`src/rtl/controller_tx_if.sv`:
```
// Interface bundling the controller_tx handshake: host start, UART done, PISO/UART strobes and status.
interface controller_tx_if;
    logic       start;
    logic       tx_done;
    logic       EnEnc;
    logic       Ld;
    logic       Rd;
    logic       EnTx;
    logic       PISO_reset;
    logic       busy;
    logic       block_done;
    logic       err;
    logic [7:0] byte_cnt;

    modport master (
        input  start, tx_done,
        output EnEnc, Ld, Rd, EnTx, PISO_reset, busy, block_done, err, byte_cnt
    );

    modport slave (
        output start, tx_done,
        input  EnEnc, Ld, Rd, EnTx, PISO_reset, busy, block_done, err, byte_cnt
    );
endinterface

```
`src/rtl/controller_tx.sv`:
```
// Transmit sequencer for the AES-over-UART link: encrypt, load PISO, send NUM_BYTES bytes over UART.
// Optional per-byte watchdog enabled by defining TX_TIMEOUT_EN.
module controller_tx #(
    parameter int NUM_BYTES      = 16,
    parameter int ENC_CYCLES     = 1,
    parameter int TIMEOUT_CYCLES = 4095
) (
    input logic           clk,
    input logic           reset,
    controller_tx_if.master bus
);
    typedef enum logic [2:0] {
        S_IDLE, S_ENC, S_LOAD, S_SEND, S_WAIT_DONE, S_WAIT_UNDONE, S_NEXT, S_FINISH
    } state_t;

    localparam logic [7:0] LAST_BYTE = 8'(NUM_BYTES - 1);
    localparam logic [7:0] LAST_ENC  = 8'(ENC_CYCLES - 1);

    generate
        if (NUM_BYTES < 1 || NUM_BYTES > 255 || ENC_CYCLES < 1 || ENC_CYCLES > 255 ||
            TIMEOUT_CYCLES < 1) begin : g_param_check
            $error("controller_tx: parameter out of range");
        end
    endgenerate

    state_t     state;
    state_t     state_nx;
    logic [7:0] byte_cnt;
    logic [7:0] enc_cnt;
    logic       timeout;
    logic       err;

`ifdef TX_TIMEOUT_EN
    localparam int WD_W = $clog2(TIMEOUT_CYCLES + 1);
    localparam logic [WD_W-1:0] WD_LIMIT = WD_W'(TIMEOUT_CYCLES);

    logic [WD_W-1:0] wd_cnt;
    logic            waiting;

    assign waiting = (state == S_WAIT_DONE) || (state == S_WAIT_UNDONE);
    assign timeout = waiting && (wd_cnt == WD_LIMIT);

    always_ff @(posedge clk) begin
        if (reset) begin
            wd_cnt <= '0;
        end else if (state == S_SEND) begin
            wd_cnt <= '0;
        end else if (waiting) begin
            wd_cnt <= wd_cnt + 1'b1;
        end
    end

    // Sticky across FINISH/IDLE; only an accepted start or reset clears it.
    always_ff @(posedge clk) begin
        if (reset) begin
            err <= 1'b0;
        end else if (state == S_IDLE && bus.start) begin
            err <= 1'b0;
        end else if (timeout) begin
            err <= 1'b1;
        end
    end
`else
    assign timeout = 1'b0;
    assign err     = 1'b0;
`endif

    always_ff @(posedge clk) begin
        if (reset) begin
            state <= S_IDLE;
        end else begin
            state <= state_nx;
        end
    end

    always_ff @(posedge clk) begin
        if (reset) begin
            byte_cnt <= '0;
            enc_cnt  <= '0;
        end else begin
            enc_cnt <= (state == S_ENC && enc_cnt != LAST_ENC) ? enc_cnt + 8'd1 : '0;
            case (state)
                S_IDLE:   if (bus.start) byte_cnt <= '0;
                S_NEXT:   if (byte_cnt != LAST_BYTE) byte_cnt <= byte_cnt + 8'd1;
                S_FINISH: byte_cnt <= '0;
                default:  ;
            endcase
        end
    end

    always_comb begin
        state_nx       = state;
        bus.EnEnc      = 1'b0;
        bus.Ld         = 1'b0;
        bus.Rd         = 1'b0;
        bus.EnTx       = 1'b0;
        bus.PISO_reset = 1'b0;
        bus.block_done = 1'b0;
        bus.busy       = (state != S_IDLE);
        case (state)
            S_IDLE: begin
                if (bus.start) state_nx = S_ENC;
            end
            S_ENC: begin
                bus.EnEnc = 1'b1;
                if (enc_cnt == LAST_ENC) state_nx = S_LOAD;
            end
            S_LOAD: begin
                bus.EnEnc = 1'b1;
                bus.Ld    = 1'b1;
                state_nx  = S_SEND;
            end
            S_SEND: begin
                bus.EnEnc = 1'b1;
                bus.EnTx  = 1'b1;
                state_nx  = S_WAIT_DONE;
            end
            S_WAIT_DONE: begin
                bus.EnEnc = 1'b1;
                if (timeout)          state_nx = S_FINISH;
                else if (bus.tx_done) state_nx = S_WAIT_UNDONE;
            end
            // Require tx_done to drop so a held-high done cannot advance two bytes.
            S_WAIT_UNDONE: begin
                bus.EnEnc = 1'b1;
                if (timeout)           state_nx = S_FINISH;
                else if (!bus.tx_done) state_nx = S_NEXT;
            end
            S_NEXT: begin
                bus.Rd   = 1'b1;
                state_nx = (byte_cnt == LAST_BYTE) ? S_FINISH : S_SEND;
            end
            S_FINISH: begin
                bus.block_done = 1'b1;
                bus.PISO_reset = 1'b1;
                state_nx       = S_IDLE;
            end
            default: state_nx = S_IDLE;
        endcase
    end

    assign bus.byte_cnt = byte_cnt;
    assign bus.err      = err;
endmodule

```
`src/flat_wrapper.sv`:
```
// flat-port wrapper written by rule: the top's interface ports become plain ports
module controller_tx_flat 
#(
    parameter int NUM_BYTES      = 16,
    parameter int ENC_CYCLES     = 1,
    parameter int TIMEOUT_CYCLES = 4095
)
  (clk, reset, bus_start, bus_tx_done, bus_EnEnc, bus_Ld, bus_Rd, bus_EnTx, bus_PISO_reset, bus_busy, bus_block_done, bus_err, bus_byte_cnt);
  controller_tx_if bus_i ();
  input logic clk;
  input logic reset;
  input wire logic [$bits(bus_i.start)-1:0] bus_start;
  input wire logic [$bits(bus_i.tx_done)-1:0] bus_tx_done;
  output wire logic [$bits(bus_i.EnEnc)-1:0] bus_EnEnc;
  output wire logic [$bits(bus_i.Ld)-1:0] bus_Ld;
  output wire logic [$bits(bus_i.Rd)-1:0] bus_Rd;
  output wire logic [$bits(bus_i.EnTx)-1:0] bus_EnTx;
  output wire logic [$bits(bus_i.PISO_reset)-1:0] bus_PISO_reset;
  output wire logic [$bits(bus_i.busy)-1:0] bus_busy;
  output wire logic [$bits(bus_i.block_done)-1:0] bus_block_done;
  output wire logic [$bits(bus_i.err)-1:0] bus_err;
  output wire logic [$bits(bus_i.byte_cnt)-1:0] bus_byte_cnt;
  assign bus_i.start = bus_start;
  assign bus_i.tx_done = bus_tx_done;
  assign bus_EnEnc = bus_i.EnEnc;
  assign bus_Ld = bus_i.Ld;
  assign bus_Rd = bus_i.Rd;
  assign bus_EnTx = bus_i.EnTx;
  assign bus_PISO_reset = bus_i.PISO_reset;
  assign bus_busy = bus_i.busy;
  assign bus_block_done = bus_i.block_done;
  assign bus_err = bus_i.err;
  assign bus_byte_cnt = bus_i.byte_cnt;
  controller_tx #(.NUM_BYTES(NUM_BYTES), .ENC_CYCLES(ENC_CYCLES), .TIMEOUT_CYCLES(TIMEOUT_CYCLES)) u_core (.clk(clk), .reset(reset), .bus(bus_i));
endmodule
```
`config.mk`:
```
export PLATFORM = sky130hd
export DESIGN_NAME = controller_tx_flat
export DESIGN_NICKNAME = d
export VERILOG_FILES = /design/src/rtl/controller_tx_if.sv /design/src/rtl/controller_tx.sv /design/src/flat_wrapper.sv
export SDC_FILE = /design/constraint.sdc
export NUM_CORES = 1
export LEC_CHECK = 0
export CORE_AREA = 2 2 70 72
export DETAILED_ROUTE_END_ITERATION = 10
export DIE_AREA = 0 0 72 74
export SYNTH_ARGS = -nofsm -noshare
export SYNTH_HDL_FRONTEND = slang
export SYNTH_SLANG_ARGS = --single-unit
```
`constraint.sdc`:
```
create_clock -name clk -period 2.75 [get_ports clk]
set_input_delay 0.4125 -clock clk [delete_from_list [all_inputs] [get_ports clk]]
set_output_delay 0.4125 -clock clk [all_outputs]
set_load 0.05 [all_outputs]
```
==> run_summary.xml <==
<?xml version="1.0" encoding="UTF-8"?>
<metrics>
  <group name="outcome">
    <metric name="outcome" unit="">completed</metric>
  </group>
  <group name="detailed_routing">
    <metric name="drt-pass1-iter-count" unit="">4</metric>
    <metric name="avgRoutedWirePerCell" unit="µm">11.14</metric>
    <metric name="violation_count_after_the_first_detailed_routing_iteration" unit="">63</metric>
    <metric name="drt-vias-per-instance" unit="">4.848</metric>
    <metric name="post-route-drc-count" unit="">0</metric>
    <metric name="drt_wl_total" unit="µm">2205</metric>
  </group>
  <group name="final_timing">
    <metric name="finalWorstPathRequiredPeriod" unit="ns">2.625</metric>
    <metric name="worst_slew_margin_rel" unit="%">63.18</metric>
    <metric name="clock-skew-final" unit="ns">0.0005717</metric>
    <metric name="rsz0062_at_grt" unit="">no</metric>
    <metric name="maxSlewViolCount" unit="">0</metric>
    <metric name="sum_neg_setup_slack" unit="ns">0</metric>
    <metric name="final_setup_violating_endpoints" unit="">0</metric>
    <metric name="final-hold-violation-count" unit="">0</metric>
    <metric name="post-route-period-util" unit="%">95.46</metric>
    <metric name="max_clock_freq" unit="MHz">380.9</metric>
    <metric name="hold_ws" unit="ns">0.5018</metric>
  </group>
  <group name="setup_path">
    <metric name="worst_path_dominant_cell_family" unit="">buffers and inverters</metric>
    <metric name="cp_num_buf_inv" unit="">2</metric>
    <metric name="critPathMaxFanout" unit="">14</metric>
    <metric name="worst-r2r-setup-slack" unit="ns">0.84</metric>
    <metric name="path_cells" unit="">nand3b_2, clkinv_1, clkdlybuf4s50_1</metric>
    <metric name="kind_of_critical_path" unit="">reg2out</metric>
    <metric name="timing.critical_path.slowest_cell_delay" unit="ns">0.84</metric>
    <metric name="worstPathRequired" unit="ns">2.34</metric>
    <metric name="critPathLaunchType" unit="">register</metric>
    <metric name="crit_path_top_delay_cell" unit="">sky130_fd_sc_hd__clkdlybuf4s50_1</metric>
  </group>
  <group name="hold_path">
    <metric name="worstHoldPathType" unit="">reg2reg</metric>
  </group>
  <group name="floorplanning">
    <metric name="initCoreUtil" unit="%">24.22</metric>
    <metric name="chip_area" unit="µm²">5328</metric>
    <metric name="die_width" unit="µm">72</metric>
    <metric name="placement_rows" unit="">25</metric>
  </group>
  <group name="flow_run">
    <metric name="openroad.warnings" unit="">29</metric>
    <metric name="cap_violations" unit="">0</metric>
  </group>
  <group name="logic_synthesis">
    <metric name="yosys_cell_count" unit="">127</metric>
    <metric name="synthTopCellsByCount" unit="">sky130_fd_sc_hd__dfxtp_1, sky130_fd_sc_hd__nor2_1, sky130_fd_sc_hd__nor3_1</metric>
    <metric name="yosys.cell_types.count" unit="">40</metric>
    <metric name="postSynth.asyncResetShare" unit="%">0</metric>
    <metric name="top_area_cell_share" unit="%">34.16</metric>
    <metric name="synth.comb.largest_family" unit="">simple AND/OR/NAND/NOR gates</metric>
    <metric name="compound_area_share" unit="%">16.85</metric>
    <metric name="synthSimpleGateAreaFrac" unit="%">30.34</metric>
    <metric name="synth.most_common_cell" unit="">sky130_fd_sc_hd__dfxtp_1</metric>
    <metric name="yosysTopAreaCell" unit="">sky130_fd_sc_hd__dfxtp_1</metric>
    <metric name="synthCells" unit="">127</metric>
    <metric name="ys_sh_adder" unit="%">6.742</metric>
    <metric name="synth-main-ff-cell" unit="">sky130_fd_sc_hd__dfxtp_1</metric>
    <metric name="syn_avg_cell_area" unit="µm²">8.768</metric>
    <metric name="post_synthesis_cell_area" unit="µm²">1114</metric>
    <metric name="yosysChipArea" unit="µm²">1114</metric>
    <metric name="synth-edff-count" unit="">0</metric>
    <metric name="syn-num-nets" unit="">137</metric>
  </group>
  <group name="final_layout">
    <metric name="flow.area_growth_from_synthesis" unit="%">23.60</metric>
    <metric name="net_total_in_the_final_layout" unit="">155</metric>
    <metric name="final_util" unit="%">29.93</metric>
    <metric name="stdcell_area" unit="µm²">1376</metric>
  </group>
  <group name="global_route">
    <metric name="grt.overflow.total" unit="">0</metric>
    <metric name="grt_max_degree" unit="">15</metric>
    <metric name="grt_first_pass_wirelength" unit="µm">3967</metric>
  </group>
  <group name="placed_design">
    <metric name="dpl_cell_area" unit="µm²">1330</metric>
    <metric name="routabilityCongestion" unit="">0.7637</metric>
    <metric name="number_of_buffers_inserted_by_port_buffering" unit="">18</metric>
  </group>
  <group name="clock_tree">
    <metric name="ctsLongestPathBuffers" unit="">2</metric>
    <metric name="clock_tree.htree_level_count" unit="">1</metric>
    <metric name="clockRootBuffer" unit="">sky130_fd_sc_hd__clkbuf_8</metric>
    <metric name="cts_tree" unit="">done</metric>
    <metric name="post_cts.repair.setup_buffers" unit="">0</metric>
    <metric name="cts.reportedPaths.clkPinSlew" unit="ns">0.07</metric>
    <metric name="hold_buffers" unit="">0</metric>
    <metric name="postCtsResizedCells" unit="">0</metric>
  </group>
  <group name="power">
    <metric name="pwr_density_cell" unit="nW/µm²">430.4</metric>
    <metric name="peak_supply_drop" unit="V">0.0001308</metric>
  </group>
</metrics>
where the power goes:
part	internal (W)	switching (W)
sequential	0.000278	0.00000469
combinational	0.0000403	0.0000711
clock	0.000101	0.0000974
layer usage:
layer	global-route usage [%]	part of all wire (%)
met4	4.403	1.7
met2	14.71	43
met3	2.575	5.0
met5	0	0
met1	12.27	50
area by class of cell:
cell class	instances	area, µm²
Clock inverter	1	5.005
Clock buffer	3	41.29
Fill cell	482	3222
Tap cell	54	67.56
Multi-Input combinational cell	96	674.4
Timing Repair Buffer	19	185.2
Inverter	6	22.52
Sequential cell	19	380.4
placed cells by master, fill, tap and decap left out, types with 5 or more instances in the layout:
cell                               n
sky130_fd_sc_hd__nor3_1            8
sky130_fd_sc_hd__nand2_1           6
sky130_fd_sc_hd__clkdlybuf4s50_1  17
sky130_fd_sc_hd__nor2_1           12
sky130_fd_sc_hd__inv_1             5
sky130_fd_sc_hd__and3_1            7
sky130_fd_sc_hd__dfxtp_1          19
sky130_fd_sc_hd__ha_1              6
sky130_fd_sc_hd__nand3_1           7
sky130_fd_sc_hd__xor2_1            7
sky130_fd_sc_hd__a21oi_1           7
sky130_fd_sc_hd__o21ai_0           5
kinds of logic after synthesis:
family,Yosys count
adders and majority gates,6
AOI/OAI and AO/OA,25
buffers and inverters,12
and+or+nand+nor,56
other,1
xor gates and xnor gates,8
DFF,19
sequential cells by signal, summed over array words and instances (netlist names):
register and flops:
u_core.bus.byte_cnt 8, u_core.state 3, u_core.enc_cnt 8
path summary, 6_finish.rpt:
check,startpoint,to,cells past startpoint
max,u_core.state[1],bus_Rd,3
max reg2reg,u_core.state[1],u_core.state[2],5
min,u_core.enc_cnt[0],u_core.enc_cnt[0],1
min reg2reg,u_core.enc_cnt[0],u_core.enc_cnt[0],1
metrics by stage:
stage                     setup WS (ns)   power, W  cells
after floorplan                  0.6424  0.0003743    127
after global placement           0.4848  0.0004022    194
after detailed placement         0.4329  0.0004012    194
after CTS                        0.1438  0.0005994    198
after global routing           0.009745  0.0006194    198
final                            0.1249  0.0005924    198
worst register-to-register path, cell delays in order (launching register included):
cell and delay (ns):
sky130_fd_sc_hd__dfxtp_1 0.61, sky130_fd_sc_hd__inv_1 0.15, sky130_fd_sc_hd__ha_1 0.24, sky130_fd_sc_hd__nor4b_1 0.45, sky130_fd_sc_hd__nor2_1 0.10, sky130_fd_sc_hd__a31o_2 0.25
Fig. 1: floorplan with the power grid
Scale bar: 20 µm. Pins as bars on the die edge.
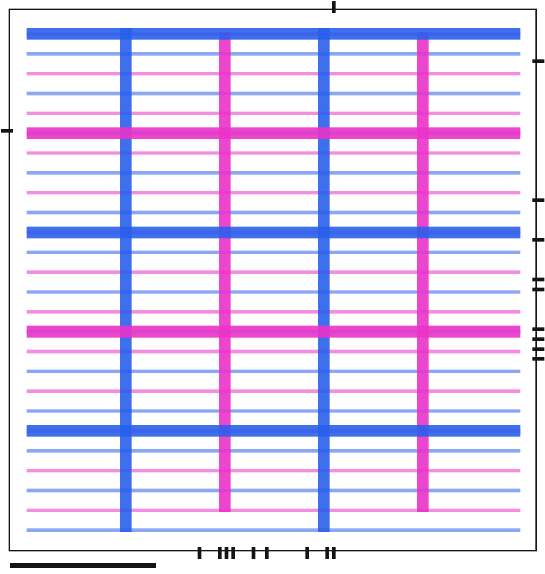
- blue: VSS
- magenta: VDD
- met1 rails: 26
- signal pins: 20
- met4 straps: 4
- rows: 25
vertical die dimension: 74 µm
Core ar.: 4598 µm²

Fig. 2: routed clock nets over the placement
Scale bar: 20 µm.
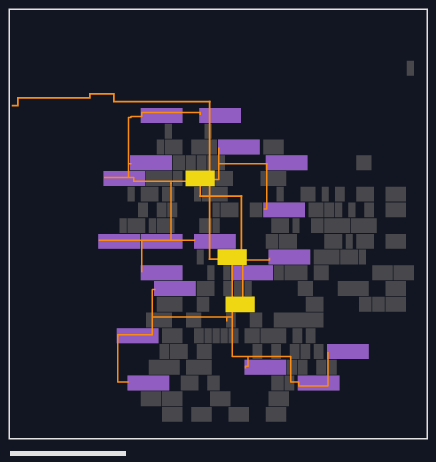
- purple: flip-flops (count 19)
- orange: clock wires (length 295 µm)
- yellow: clock-net drivers (count 3)
- routed clock nets: 4
clock latency on the worst-skew pair: 0.26 ns
P_clk: 0.000198 W
fraction of power consumed by the clock network: 33.4%

No activity file was given, so power comes from the tool's default toggle rates.
